Fig. 1: run 1, routing congestion
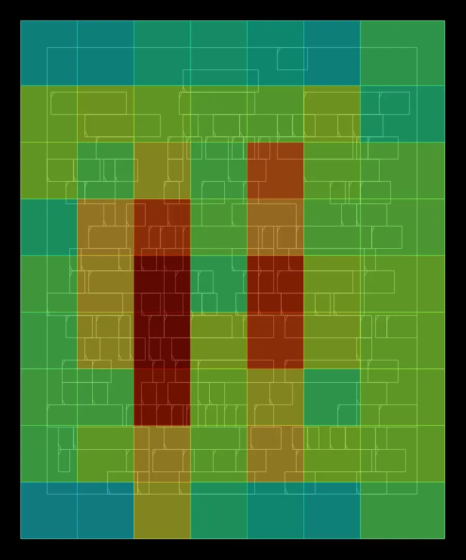
Fig. 2: run 1, cells by drive strength
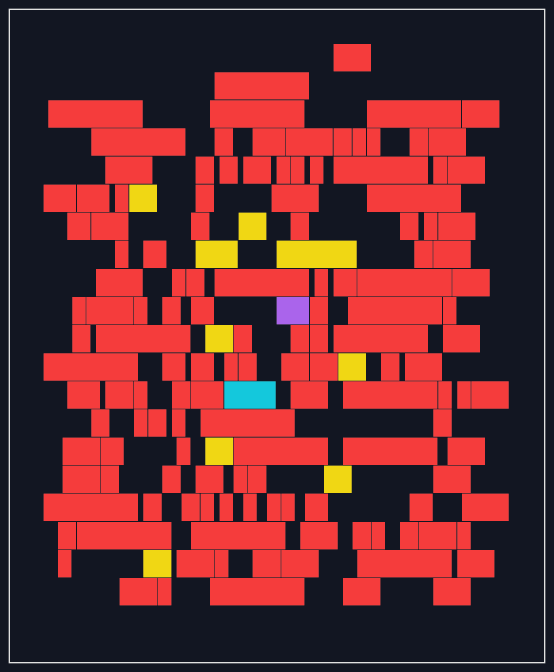
Fig. 3: run 1, sequential cells colored by netlist name
Bar = 20 um.
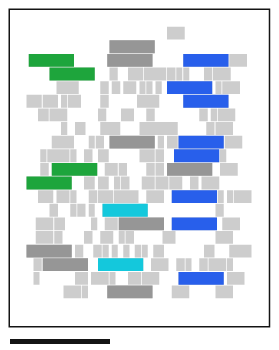
===== src/rtl/ccff_ctrl_pkg.sv =====
// Shared definitions for the ccff chain loader: FSM states, default geometry
// and a small sizing helper.
package ccff_ctrl_pkg;

  localparam int DEF_CHAIN_LEN = 8;
  localparam int DEF_DATA_W    = 8;

  typedef enum logic [1:0] {
    ST_IDLE,
    ST_LOAD,
    ST_SHIFT,
    ST_DONE
  } state_t;

  function automatic int min_int(input int a, input int b);
    return (a < b) ? a : b;
  endfunction

endpackage


===== src/rtl/ccff_chain_loader_if.sv =====
// Host-side handshake bundle of the ccff chain loader.
// Readback signals exist only when CCFF_READBACK_EN is defined.
interface ccff_chain_loader_if
  import ccff_ctrl_pkg::*;
#(
  parameter int DATA_W = DEF_DATA_W
);

  logic              start;
  logic [DATA_W-1:0] cfg_data;
  logic              cfg_valid;
  logic              cfg_ready;
  logic              busy;
  logic              done;
`ifdef CCFF_READBACK_EN
  logic [DATA_W-1:0] rb_data;
  logic              rb_valid;
`endif

  modport master (
    output start, cfg_data, cfg_valid,
    input  cfg_ready, busy, done
`ifdef CCFF_READBACK_EN
    , input rb_data, rb_valid
`endif
  );

  modport slave (
    input  start, cfg_data, cfg_valid,
    output cfg_ready, busy, done
`ifdef CCFF_READBACK_EN
    , output rb_data, rb_valid
`endif
  );

endinterface


===== src/rtl/ccff_serializer.sv =====
// Word shift register and word-bit counter feeding the chain head, LSB first.
module ccff_serializer
  import ccff_ctrl_pkg::*;
#(
  parameter int DATA_W = DEF_DATA_W
) (
  input  logic                       prog_clk,
  input  logic                       prog_reset,
  input  logic                       load,
  input  logic                       shift,
  input  logic [DATA_W-1:0]          data,
  input  logic [$clog2(DATA_W+1)-1:0] nbits,
  output logic                       head_bit,
  output logic                       last_bit
);

  localparam int WB_W = $clog2(DATA_W + 1);

  logic [DATA_W-1:0] sr;
  logic [WB_W-1:0]   cnt;

  // NOTE: sequential state uses non-blocking assignments so every flop samples
  // pre-edge values, independent of block ordering.
  always_ff @(posedge prog_clk or posedge prog_reset) begin
    if (prog_reset) begin
      sr  <= '0;
      cnt <= '0;
    end else if (load) begin
      sr  <= data;
      cnt <= nbits;
    end else if (shift && cnt != '0) begin
      sr  <= sr >> 1;
      cnt <= cnt - 1'b1;
    end
  end

  assign head_bit = sr[0];
  assign last_bit = (cnt == WB_W'(1));

endmodule


===== src/rtl/ccff_chain_loader.sv =====
// Loads a CHAIN_LEN-bit configuration chain from DATA_W-bit host words.
// Optional readback of the prior chain contents: define CCFF_READBACK_EN.
module ccff_chain_loader
  import ccff_ctrl_pkg::*;
#(
  parameter int CHAIN_LEN = DEF_CHAIN_LEN,
  parameter int DATA_W    = DEF_DATA_W
) (
  input  logic                prog_clk,
  input  logic                prog_reset,
  ccff_chain_loader_if.slave  host,
  output logic                ccff_head,
  output logic                ccff_shift_en,
  input  logic                ccff_tail
);

  localparam int CNT_W = $clog2(CHAIN_LEN + 1);
  localparam int WB_W  = $clog2(DATA_W + 1);

  state_t            state;
  logic [CNT_W-1:0]  remaining;
  logic              cfg_ready_q;
  logic              shift_en_q;
  logic              busy_q;
  logic              done_q;

  logic              accept;
  logic              shift;
  logic [WB_W-1:0]   word_bits;
  logic              head_bit;
  logic              last_bit;

  assign accept    = cfg_ready_q & host.cfg_valid;
  assign shift     = shift_en_q && (remaining != '0);
  assign word_bits = WB_W'(min_int(DATA_W, int'(remaining)));

  ccff_serializer #(.DATA_W(DATA_W)) u_ser (
    .prog_clk   (prog_clk),
    .prog_reset (prog_reset),
    .load       (accept),
    .shift      (shift),
    .data       (host.cfg_data),
    .nbits      (word_bits),
    .head_bit   (head_bit),
    .last_bit   (last_bit)
  );

  // Outputs are registered alongside the state so they change only on edges.
  always_ff @(posedge prog_clk or posedge prog_reset) begin
    if (prog_reset) begin
      state       <= ST_IDLE;
      remaining   <= '0;
      cfg_ready_q <= 1'b0;
      shift_en_q  <= 1'b0;
      busy_q      <= 1'b0;
      done_q      <= 1'b0;
    end else begin
      case (state)
        ST_IDLE: begin
          if (host.start) begin
            state       <= ST_LOAD;
            remaining   <= CNT_W'(CHAIN_LEN);
            cfg_ready_q <= 1'b1;
            busy_q      <= 1'b1;
          end
        end
        ST_LOAD: begin
          if (accept) begin
            state       <= ST_SHIFT;
            cfg_ready_q <= 1'b0;
            shift_en_q  <= 1'b1;
          end
        end
        ST_SHIFT: begin
          if (remaining != '0) remaining <= remaining - 1'b1;
          if (last_bit || remaining == '0) begin
            shift_en_q <= 1'b0;
            if (remaining <= CNT_W'(1)) begin
              state  <= ST_DONE;
              done_q <= 1'b1;
            end else begin
              state       <= ST_LOAD;
              cfg_ready_q <= 1'b1;
            end
          end
        end
        ST_DONE: begin
          state  <= ST_IDLE;
          done_q <= 1'b0;
          busy_q <= 1'b0;
        end
        default: state <= ST_IDLE;
      endcase
    end
  end

  assign host.cfg_ready = cfg_ready_q;
  assign host.busy      = busy_q;
  assign host.done      = done_q;
  assign ccff_shift_en  = shift_en_q;
  assign ccff_head      = shift_en_q & head_bit;

`ifdef CCFF_READBACK_EN
  logic [DATA_W-1:0] rb_acc;
  logic [DATA_W-1:0] rb_next;
  logic [DATA_W-1:0] rb_data_q;
  logic [WB_W-1:0]   rb_idx;
  logic              rb_valid_q;

  // Tail bits land LSB first; unshifted upper bits stay zero from the clear.
  assign rb_next = rb_acc | (DATA_W'(ccff_tail) << rb_idx);

  always_ff @(posedge prog_clk or posedge prog_reset) begin
    if (prog_reset) begin
      rb_acc     <= '0;
      rb_idx     <= '0;
      rb_data_q  <= '0;
      rb_valid_q <= 1'b0;
    end else begin
      rb_valid_q <= 1'b0;
      if (accept) begin
        rb_acc <= '0;
        rb_idx <= '0;
      end else if (shift) begin
        rb_acc <= rb_next;
        rb_idx <= rb_idx + 1'b1;
        if (last_bit) begin
          rb_data_q  <= rb_next;
          rb_valid_q <= 1'b1;
        end
      end
    end
  end

  assign host.rb_data  = rb_data_q;
  assign host.rb_valid = rb_valid_q;
`else
  logic unused_tail;
  assign unused_tail = ccff_tail;
`endif

endmodule


===== src/flat_wrapper.sv =====
// flat-port wrapper written by rule: the top's interface ports become plain ports
module ccff_chain_loader_flat import ccff_ctrl_pkg::*;
#(
  parameter int CHAIN_LEN = DEF_CHAIN_LEN,
  parameter int DATA_W    = DEF_DATA_W
)
  (prog_clk, prog_reset, ccff_head, ccff_shift_en, ccff_tail, host_start, host_cfg_data, host_cfg_valid, host_cfg_ready, host_busy, host_done);
  ccff_chain_loader_if #(.DATA_W(DATA_W)) host_i ();
  input  logic prog_clk;
  input  logic prog_reset;
  output logic ccff_head;
  output logic ccff_shift_en;
  input  logic ccff_tail;
  input wire logic [$bits(host_i.start)-1:0] host_start;
  input wire logic [$bits(host_i.cfg_data)-1:0] host_cfg_data;
  input wire logic [$bits(host_i.cfg_valid)-1:0] host_cfg_valid;
  output wire logic [$bits(host_i.cfg_ready)-1:0] host_cfg_ready;
  output wire logic [$bits(host_i.busy)-1:0] host_busy;
  output wire logic [$bits(host_i.done)-1:0] host_done;
  assign host_i.start = host_start;
  assign host_i.cfg_data = host_cfg_data;
  assign host_i.cfg_valid = host_cfg_valid;
  assign host_cfg_ready = host_i.cfg_ready;
  assign host_busy = host_i.busy;
  assign host_done = host_i.done;
  ccff_chain_loader #(.CHAIN_LEN(CHAIN_LEN), .DATA_W(DATA_W)) u_core (.prog_clk(prog_clk), .prog_reset(prog_reset), .host(host_i), .ccff_head(ccff_head), .ccff_shift_en(ccff_shift_en), .ccff_tail(ccff_tail));
endmodule

===== config.mk =====
export PLATFORM = sky130hd
export DESIGN_NAME = ccff_chain_loader_flat
export DESIGN_NICKNAME = d
export VERILOG_FILES = /design/src/rtl/ccff_ctrl_pkg.sv /design/src/rtl/ccff_chain_loader_if.sv /design/src/rtl/ccff_serializer.sv /design/src/rtl/ccff_chain_loader.sv /design/src/flat_wrapper.sv
export SDC_FILE = /design/constraint.sdc
export NUM_CORES = 1
export LEC_CHECK = 0
export ABC_CLOCK_PERIOD_IN_PS = 2150
export CAP_MARGIN = 20
export CORE_ASPECT_RATIO = 1.25
export CORE_MARGIN = 3
export CORE_UTILIZATION = 46
export CTS_CLUSTER_SIZE = 16
export DETAILED_ROUTE_END_ITERATION = 7
export GPL_TIMING_DRIVEN = 1
export PLACE_DENSITY_LB_ADDON = 0.2
export SLEW_MARGIN = 5
export SYNTH_ARGS = -nofsm -noshare
export SYNTH_HDL_FRONTEND = slang
export SYNTH_SLANG_ARGS = --single-unit

===== constraint.sdc =====
create_clock -name prog_clk -period 2.15 [get_ports prog_clk]
set_clock_uncertainty 0.2 [all_clocks]
set_input_delay 0.3225 -clock prog_clk [delete_from_list [all_inputs] [get_ports prog_clk]]
set_output_delay 0.3225 -clock prog_clk [all_outputs]
set_load 0.03 [all_outputs]

==> reports/qor.tcl, run 1 <==
set qor(rsz_0062_raised_after_global_routing) {no}
set qor(ff2ff_path_depth) 6
set qor(final_cycle_utilization_of_the_critical_path_pct) 94.24
set qor(slew_headroom_pct) 61.32
set qor(power.sequential.total_uw) 789
set qor(timing.critical_path.slowest_stage_cell) {sky130_fd_sc_hd__clkdlybuf4s50_1}
set qor(n_diodes) 0
set qor(cts_repair_resize_count) 0
set qor(worst_slew_pin_slew_ps) 574.1
set qor(run_status) {completed}
set qor(detail_route.first_pass.iterations) 4
set qor(routed_wl_um) 2463
set qor(timing.fmax_mhz) 493.6
set qor(final_layout_size_suffix_gt1_share_pct) 7.534
set qor(simple_gate_area_share_pct) 17.73
set qor(r2r_setup_slack_ps) 160
set qor(placed_instance_area_um2) 1394
set qor(power_per_cell_area_nw_per_um2) 1434
set qor(wl_per_cell_um) 13.76
set qor(netSwitchingPower_uw) 862.2
set qor(yosys_warnings) 0
set qor(synth_xor_xnor_area_share_pct) 0.7299
set qor(mostFrequentLayoutCell) {sky130_fd_sc_hd__dfrtp_1}
set qor(grtUsageMet3_pct) 2.600
set qor(grt_antenna_before_repair) 0
set qor(io_pins) 18
set qor(netlist_logic_family_top) {simple AND/OR/NAND/NOR gates}
set qor(fp-row-count) 20
set qor(grt_overflow) 0
set qor(portBuffers) 16
set qor(maxCapViolCount) 0
set qor(cts.clk_slew.worst_paths_ps) 120
set qor(critPathTopFamily) {buffers and inverters}
set qor(cp-startpoint) {u_core.ccff_shift_en$_DFFE_PP0P_}
set qor(worst_setup_path_endpoint) {ccff_shift_en}
set qor(reg2reg_from) {u_core.remaining[1]$_DFFE_PP0P_}
set qor(use_met1_pct) 18.25
set qor(yosys.area_share.adder_pct) 5.214
set qor(p_int_uw) 1196
set qor(cp-end-kind) {output port}
set qor(pwr-share-clk_pct) 11.0
set qor(final_gp_congestion) 0.8352
set qor(first_pass_grt_wire_length_um) 4160
set qor(place_hpwl_um) 1759
set qor(critical_path.n_buffers_inverters) 1
-- Fig. 1 (at the start) --
all-layer global routing usage: 16.54%
highest-utilization routing layer at the global route stage: met2

-- Fig. 2 (at the start) --
size	color	cells	share
x3 and x4	yellow	9	6.2%
x6 and larger	cyan	1	0.68%
x1 and smaller	red	135	92%
x2	purple	1	0.68%
fin area: 1435 um2
count of non-CTS buffers in the layout: 20
Layout Area Growth over Synthesis: 19.60%
setup slack after layout: 123.9 ps

-- Fig. 3 (at the start) --
netlist name	color	sequential cells
`u_core.state`	cyan	2
`u_core.remaining`	green	4
`u_core.u_ser.sr`	blue	8

[run 1: layer usage]
layer  part of all wire, %  up-vias
met4                   1.3        0
met5                     0        -
met3                   3.2        4
met2                    53       23
li1                      -      485
met1                    42      464
[run 1: final cells by class]
type / instances / area (um2)
fill: 254 / 1017
multi-input combinational: 90 / 576.8
sequential: 22 / 550.5
timing repair buffer: 20 / 192.7
tap: 33 / 41.29
inverter: 10 / 37.54
clock buffer: 4 / 36.28
[run 1: cells in the mapped netlist, drive strengths merged (2+ instances only)]
cell type   n  area, um2
nor2       13      48.80
a21oi      12      60.06
and2        2      12.51
mux2i       9      90.09
or3b        2      17.52
nor2b       2      12.51
nand3b      2      15.01
ha          5      62.56
nand2       9      33.78
o21ai      11      55.05
a22o        2      17.52
nand3       5      25.02
buf         2      22.52
dfrtp      22      550.5
inv        10      37.54
nor3        3      15.01
clkbuf      4      15.01
[run 1: worst min path at each step]
stage / to / cells after the start / start
after floorplan: u_core.ccff_shift_en$_DFFE_PP0P_ / 1 / prog_reset
after global placement: u_core.host.cfg_ready$_DFFE_PP0P_ / 2 / u_core.host.cfg_ready$_DFFE_PP0P_
after detailed placement: u_core.u_ser.sr[7]$_DFFE_PP0P_ / 2 / u_core.u_ser.sr[7]$_DFFE_PP0P_
final: u_core.remaining[3]$_DFFE_PP0P_ / 3 / prog_reset
after global routing: u_core.host.done$_DFFE_PP0P_ / 3 / prog_reset
after CTS: u_core.remaining[1]$_DFFE_PP0P_ / 3 / prog_reset
[run 1: per-stage QoR]
stage                     hold WS, ps  power, uW  util, %  setup WS [ps]
final                           136.7       2058    58.52          123.9
after global routing            168.3       2249    58.52          32.34
after CTS                       139.1       2065    58.32          18.68
after detailed placement        324.1       1833    56.84          83.25
after global placement          305.8       1790    56.84          149.8
after floorplan                 111.7       1571        -          189.3
Fig. 4: run 1, logic cells by family
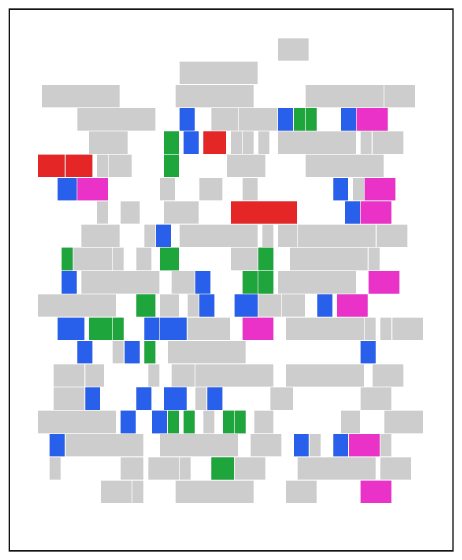

--- run 2 (diff from run 1) ---
--- a/config.mk
+++ b/config.mk
@@ -14,6 +14,7 @@
 export DETAILED_ROUTE_END_ITERATION = 7
 export GPL_TIMING_DRIVEN = 1
 export PLACE_DENSITY_LB_ADDON = 0.2
+export RECOVER_POWER = 25
 export SLEW_MARGIN = 5
 export SYNTH_ARGS = -nofsm -noshare
 export SYNTH_HDL_FRONTEND = slang
Fig. 5: run 2, logic cells by family
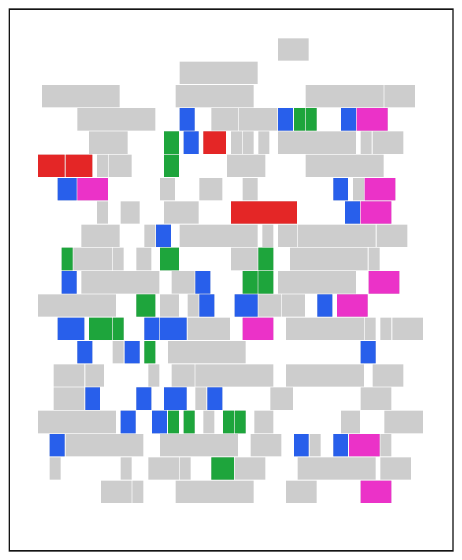
family	color	cells
mux cells	magenta	9
non-inverting ao/oa cells	red	4
aoi and oai cells	blue	28
nand cells	green	18

Fig. 6: run 2, sequential cells colored by netlist name
Bar = 20 um.
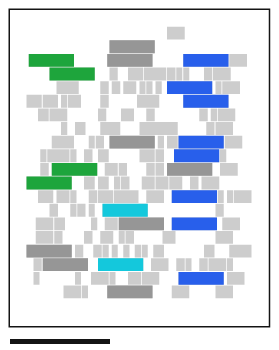
netlist name	color	sequential cells
`u_core.remaining`	green	4
`u_core.state`	cyan	2
`u_core.u_ser.sr`	blue	8
not colored	8
sequential logic power: 790 uW
fraction of area in registers: 38.46%
sequential cell area: 550.5 um2
final core occ: 58.37%

==> run 2 against run 1 <==
Design area is 0.26% lower; utilization is 0.15 points lower; hold slack better by 200 ps; die size stayed put; cell count stayed put; critical path type unchanged; critical endpoint unchanged.
==> reports/qor.tcl, run 2 <==
set qor(run_status) {completed}
set qor(fp-row-count) 20 ;# unchanged
set qor(grt_antenna_before_repair) 0 ;# unchanged
set qor(power_per_cell_area_nw_per_um2) 1439 ;# +0.35%
set qor(netSwitchingPower_uw) 865.4 ;# +0.38%
set qor(grt_overflow) 0 ;# unchanged
set qor(worst_slew_pin_slew_ps) 1131 ;# +557.0 ps
set qor(cts_repair_resize_count) 0 ;# unchanged
set qor(critPathTopFamily) {buffers and inverters}
set qor(worst_hold_slack_ps) 338.4 ;# +201.8 ps
set qor(ff2ff_path_depth) 6 ;# unchanged
set qor(p_int_uw) 1195 ;# -0.13%
set qor(use_met1_pct) 18.25 ;# unchanged
set qor(synthMostInstantiatedCell) {sky130_fd_sc_hd__dfrtp_1}
set qor(worst_hold_path.num_cells) 2
set qor(timing.fmax_mhz) 494.4 ;# +0.16%
set qor(portBuffers) 16 ;# unchanged
set qor(r2r_setup_slack_ps) 160 ;# about the same
set qor(grtUsageMet3_pct) 2.600 ;# unchanged
set qor(cts.clk_slew.worst_paths_ps) 120 ;# about the same
set qor(final_layout_size_suffix_gt1_share_pct) 6.849 ;# -0.68 points
set qor(final_cycle_utilization_of_the_critical_path_pct) 94.09 ;# -0.15 points
set qor(place_hpwl_um) 1759 ;# unchanged
set qor(grt.busiest_layer) {met2}
set qor(routed_wl_um) 2455 ;# -0.32%
set qor(mostFrequentLayoutCell) {sky130_fd_sc_hd__dfrtp_1}
set qor(n_diodes) 0 ;# unchanged
set qor(first_pass_grt_wire_length_um) 4160 ;# unchanged
set qor(detail_route.first_pass.iterations) 4 ;# unchanged
set qor(worstHoldEndpoint) {u_core.u_ser.sr[7]$_DFFE_PP0P_}
set qor(io_pins) 18 ;# unchanged
set qor(yosys_warnings) 0 ;# unchanged
set qor(synthToLayoutAreaGrowth_pct) 19.29
set qor(reg2reg_from) {u_core.remaining[1]$_DFFE_PP0P_}
set qor(nFillCells) 254 ;# unchanged
set qor(logic_area_um2) 576.8 ;# unchanged
set qor(top_cells_by_count) {sky130_fd_sc_hd__dfrtp_1 (22), sky130_fd_sc_hd__nor2_1 (13), sky130_fd_sc_hd__a21oi_1 (12)}
set qor(wl_per_cell_um) 13.72 ;# -0.32%
set qor(holdCritStartpoint) {u_core.u_ser.sr[7]$_DFFE_PP0P_}
run 2: cell families after synthesis:
family	synth area share, %
AOI/OAI and AO/OA	16.69
xor gates and xnor gates	0.7301
adders and majority gates	5.214
buffers and inverters	6.256
DFF	45.88
muxes	7.508
and+or+nand+nor	17.73
run 2: worst max-delay path by stage:
stage,slack (ps),cells after the start,to,startpoint
floorplan,190,8,u_core.u_ser.sr[0]$_DFFE_PP0P_,u_core.remaining[0]$_DFFE_PP0P_
global placement,150,6,u_core.u_ser.sr[0]$_DFFE_PP0P_,u_core.remaining[1]$_DFFE_PP0P_
detailed placement,80,6,u_core.u_ser.sr[3]$_DFFE_PP0P_,u_core.remaining[1]$_DFFE_PP0P_
CTS,20,2,ccff_head,u_core.ccff_shift_en$_DFFE_PP0P_
global route,30,6,u_core.u_ser.cnt[0]$_DFFE_PP0P_,u_core.remaining[1]$_DFFE_PP0P_
finish,130,1,ccff_shift_en,u_core.ccff_shift_en$_DFFE_PP0P_
run 2: per-layer routing:
| metal | up-vias | wire length [um] |
|---|---|---|
| met5 | - | 0 |
| met4 | 0 | 34 |
| met3 | 4 | 59 |
| met2 | 17 | 1299 |
| met1 | 477 | 1060 |
| li1 | 484 | - |
run 2: cell type report:
type	instances	share of cell area (%)
clock buffers	4	2.535
flip-flops and latches	22	38.46
inverters	10	2.622
well taps	33	2.885
repair buffers	20	13.20
multi-input cells	90	40.30
run 2: through the flow:
stage / area [um2] / total power, uW / utilization, % / setup slack (ps)
2_1_floorplan: 1200 / 1571 / - / 189.3
3_3_place_gp: 1394 / 1790 / 56.84 / 149.8
3_5_place_dp: 1394 / 1833 / 56.84 / 83.25
4_1_cts: 1430 / 2065 / 58.32 / 18.68
5_1_grt: 1431 / 2247 / 58.37 / 32.34
6_report: 1431 / 2060 / 58.37 / 127.2
Fig. 7: run 2, metal layers overlaid
Only two layers are drawn.
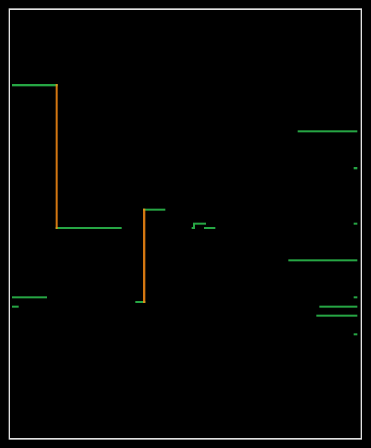

--- run 3 (diff from run 2) ---
--- a/config.mk
+++ b/config.mk
@@ -5,6 +5,7 @@
 export SDC_FILE = /design/constraint.sdc
 export NUM_CORES = 1
 export LEC_CHECK = 0
+export ABC_AREA = 0
 export ABC_CLOCK_PERIOD_IN_PS = 2150
 export CAP_MARGIN = 20
 export CORE_ASPECT_RATIO = 1.25
@@ -13,7 +14,7 @@
 export CTS_CLUSTER_SIZE = 16
 export DETAILED_ROUTE_END_ITERATION = 7
 export GPL_TIMING_DRIVEN = 1
-export PLACE_DENSITY_LB_ADDON = 0.2
+export PLACE_DENSITY = 0.74
 export RECOVER_POWER = 25
 export SLEW_MARGIN = 5
 export SYNTH_ARGS = -nofsm -noshare
Fig. 8: run 3, metal layers overlaid
Only two layers are drawn.
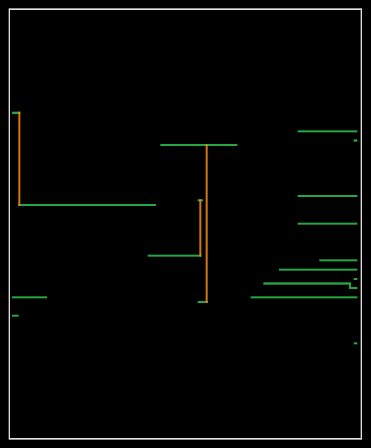
layer	color	wire length
M4	orange	44.9 um
M3	green	119 um
final routed wire length divided by cell count: 13.16 um
all-layer global routing usage: 16.19%
wire length after detailed routing: 2342 um
via count: 941

==> run 3 against run 2 <==
Global-route usage fell by 0.35 points; worst setup slack gained 26 ps; cell count is 0.56% lower; first-iteration DRC count is 48% lower; largest cell class unchanged; largest power group unchanged.
==> reports/qor.tcl, run 3 <==
set qor(run_status) {completed}
set qor(top_cells_by_count) {sky130_fd_sc_hd__dfrtp_1 (22), sky130_fd_sc_hd__nor2_1 (13), sky130_fd_sc_hd__a21oi_1 (12)}
set qor(total_power_uw) 1993 ;# -3.3%
set qor(mostFrequentLayoutCell) {sky130_fd_sc_hd__dfrtp_1}
set qor(io_pins) 18 ;# unchanged
set qor(detail_route.first_pass.iterations) 4 ;# unchanged
set qor(portBuffers) 16 ;# unchanged
set qor(cts-hold-fix-buffers) 0
set qor(final_cycle_utilization_of_the_critical_path_pct) 92.88 ;# -1.2 points
set qor(yosys_warnings) 0 ;# unchanged
set qor(worst_hold_slack_ps) 339.7 ;# +1.315 ps
set qor(synthToLayoutAreaGrowth_pct) 18.14
set qor(finish.instance_area_um2) 1418 ;# -0.96%
set qor(worst_slew_pin_slew_ps) 1168 ;# +36.90 ps
set qor(simple_gate_area_share_pct) 17.73 ;# unchanged
set qor(critPathTopFamily) {AND-OR/OR-AND gates}
set qor(setup_slack_ps) 153.2 ;# +26.03 ps
set qor(cts.clk_slew.worst_paths_ps) 110 ;# about the same
set qor(first_pass_grt_wire_length_um) 4098 ;# -1.5%
set qor(syn_area_um2) 1200
set qor(n_diodes) 0 ;# unchanged
set qor(netlist_logic_family_top) {simple AND/OR/NAND/NOR gates}
set qor(drt-initial-drc-count) 17
set qor(placed_instance_area_um2) 1394 ;# unchanged
set qor(grt_antenna_before_repair) 0 ;# unchanged
set qor(dp_worst_setup_slack_ps) 89.85 ;# +6.596 ps
set qor(postLayoutCoreUtil_pct) 57.81 ;# -0.56 points
set qor(synthMostInstantiatedCell) {sky130_fd_sc_hd__dfrtp_1}
set qor(post_cts_setup_driven_buffer_insertion_count) 0
set qor(grt_overflow) 0 ;# unchanged
set qor(timing_worst_setup_path_type) {reg -> reg}
set qor(yosys.area_share.adder_pct) 5.214 ;# unchanged
set qor(mux_share_pct) 7.508 ;# unchanged
set qor(layout.cells.most_common_list) {sky130_fd_sc_hd__dfrtp_1 (22), sky130_fd_sc_hd__clkdlybuf4s50_1 (14), sky130_fd_sc_hd__nor2_1 (13)}
set qor(synth_compound_gate_area_share_pct) 16.68 ;# unchanged
set qor(largest_regs) {u_core.u_ser.sr (8), u_core.remaining (4), u_core.u_ser.cnt (4)}
set qor(synth.yosys.chip_area_um2) 1200
set qor(synth_xor_xnor_area_share_pct) 0.7299 ;# unchanged
set qor(post_synth_inst_count) 128
set qor(fp-row-count) 20 ;# unchanged
set qor(timing.fmax_mhz) 500.8 ;# +1.3%
set qor(cts_repair_resize_count) 0 ;# unchanged
set qor(final_gp_congestion) 0.8360
set qor(crit_fanout) 11
set qor(place_hpwl_um) 1740 ;# -1.1%
set qor(power_per_cell_area_nw_per_um2) 1406 ;# -2.3%
set qor(number_of_flip_flops_under_the_largest_register_name) 8
Fig. 9: run 3, routing congestion
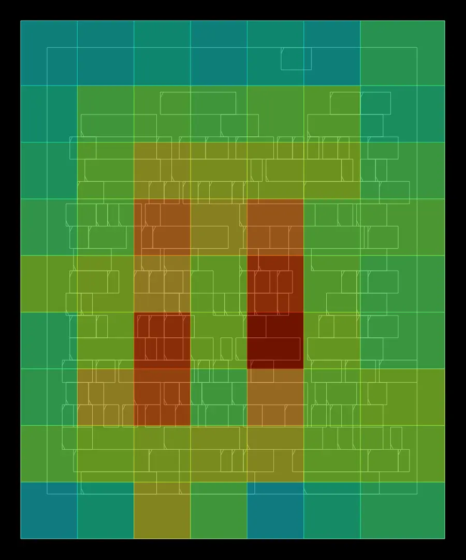
met1 capacity usage during global routing: 19.27%
met2 track demand over resource: 27.39%
met3 global-route usage: 3.310%

-- run 3: cell counts after synthesis --
Identical to the previous run, type by type.
-- run 3: power by group --
group	switching, uW	leakage [uW]	internal [uW]
Clock	113	0.0000138	65.1
Sequential	184	0.000259	603
Combinational	541	0.000384	488
-- run 3: routing by layer --
metal	routed length (um)	vias up	part of all wire [%]	global-route usage [%]
li1	-	478	-	-
met1	960	439	41	19.27
met2	1217	18	52	27.39
met3	118	6	5.0	3.310
met4	44	0	1.9	7.213
met5	0	-	0	0
-- run 3: area by class of cell --
| cell class | instances | area, um2 |
|---|---|---|
| Clock buffer | 3 | 22.52 |
| Fill cell | 242 | 1035 |
| Inverter | 10 | 37.54 |
| Multi-Input combinational cell | 90 | 576.8 |
| Sequential cell | 22 | 550.5 |
| Tap cell | 33 | 41.29 |
| Timing Repair Buffer | 20 | 188.9 |
-- run 3: cells by family (layout without fill, tap and decap cells) --
family,Yosys count,in the layout
flops,22,22
simple gates,43,43
mux,9,9
compound gates,32,32
fa+ha+maj,5,5
xor+xnor,1,1
buf+inv,16,33
-- run 3: final timing paths --
kind                                            startpoint                         endpoint  slack [ps]  cells past startpoint
min                         u_core.u_ser.sr[7]$_DFFE_PP0P_   u_core.u_ser.sr[7]$_DFFE_PP0P_         340                      2
max in group asynchronous                       prog_reset  u_core.remaining[0]$_DFFE_PP0P_         430                      3
min in group asynchronous                       prog_reset   u_core.u_ser.sr[0]$_DFFE_PP0P_         620                      3
max                        u_core.remaining[1]$_DFFE_PP0P_  u_core.u_ser.cnt[1]$_DFFE_PP0P_         150                      6
max reg2reg                u_core.remaining[1]$_DFFE_PP0P_  u_core.u_ser.cnt[1]$_DFFE_PP0P_         150                      6
min reg2reg                 u_core.u_ser.sr[7]$_DFFE_PP0P_   u_core.u_ser.sr[7]$_DFFE_PP0P_         340                      2
Power figures rest on the tool's default switching activity, not on a simulated workload.
